Design busif85, sky130hd; sources not shown.
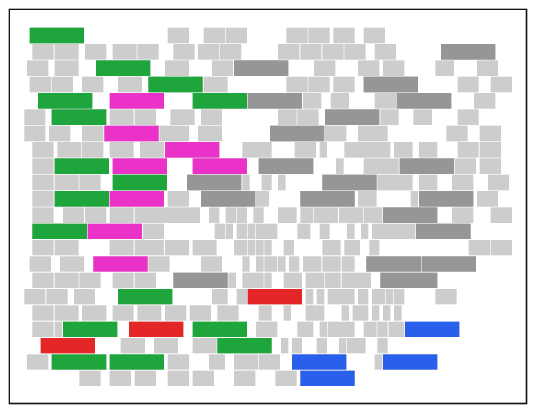
(images/flops_by_reg.png)
Scale: 6 px per um.
legend:
  `mem_wdata`:
    color: magenta
    sequential_cells: 8
  `cyc`:
    color: red
    sequential_cells: 3
  `mem_addr`:
    color: green
    sequential_cells: 16
  `u_wait.count_o`:
    color: blue
    sequential_cells: 4
not colored: 20
final core area utilization: 0.687
sequential cell area share: 0.382
Sequential Area: 1280 um2
P_seq: 662 uW

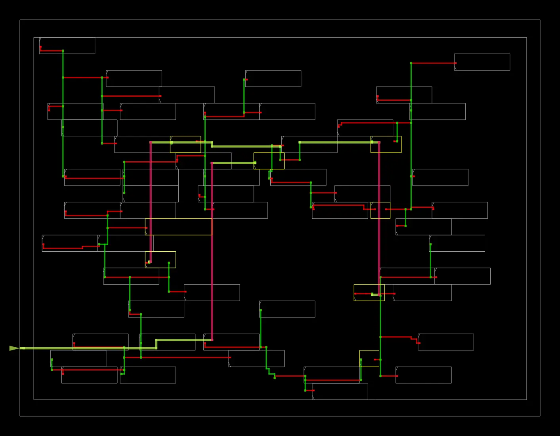
(images/clocks.png)
worst skew pair latency: 0.31 ns
clock tree sinks: 51

==> deck_impl_summary.md <==
Synthesis and Place & Route Summary

Outcome
  – Status: finished, final reports clean

Pwr
  – Power Density: 499 nW/um2
  – Share of power burned in registers: 0.397
  – Internal: 1060 uW
  – Clock power frac: 0.198
  – Largest Pwr Group: combinational logic

Clock tree
  – Cts bufs inserted: 5
  – Post-CTS Setup Inserts: 0

Final timing
  – Final period util: 0.656
  – Fmax: approximately 340 MHz

GRT
  – Total Routing Usage GR: 0.201
  – First-pass GRT wire length: a little under 9000 um
  – GRT met3 Usage: 0.0741

Final layout
  – Largest register FFs: 16
  – Most frequent cells in the layout: 90 x clkdlybuf4s50_1, 50 x dfrtp_1, 26 x mux2_2
  – Layout area overhead: 41.3%
  – Top cell excl fill/tap: clkdlybuf4s50_1
  – Ant diodes: 0
  – Final non-filler cell total: between 300 and 400

Synth
  – FA/HA/MAJ Cells, Area Fraction: 0.0106
  – Ys async rst share: 1.00
  – Synth Instances: about 190
  – Syn Nets: about 230
  – Count leader, synth: dfrtp_1
  – Area fraction in compound gates: 0.106
  – Post-synth area from yosys stat: around 2400 um2
  – Syn Area/Cell: 12.4 um2

Place
  – DP Area: around 3200 um2

Setup path
  – R2R Setup Slk: 2.48 ns
  – Crit path kind: register to primary output
  – Crit-path cells: clkdlybuf4s50_1
  – Crit path arrival time: ~1.9 ns
  – Crit path max-delay family: buffers and inverters

Die
  – Core area: just under 5000 um2
  – Die X: 86.0 um
  – Initial Util: 0.486

Routing
  – Via count: approximately 1800
  – DR WL/cell: 15.2 um
  – Via density: 5.27
  – Drc violations: 0

Run
  – OpenROAD warnings: 27
Power is estimated from default activity; no workload was simulated.
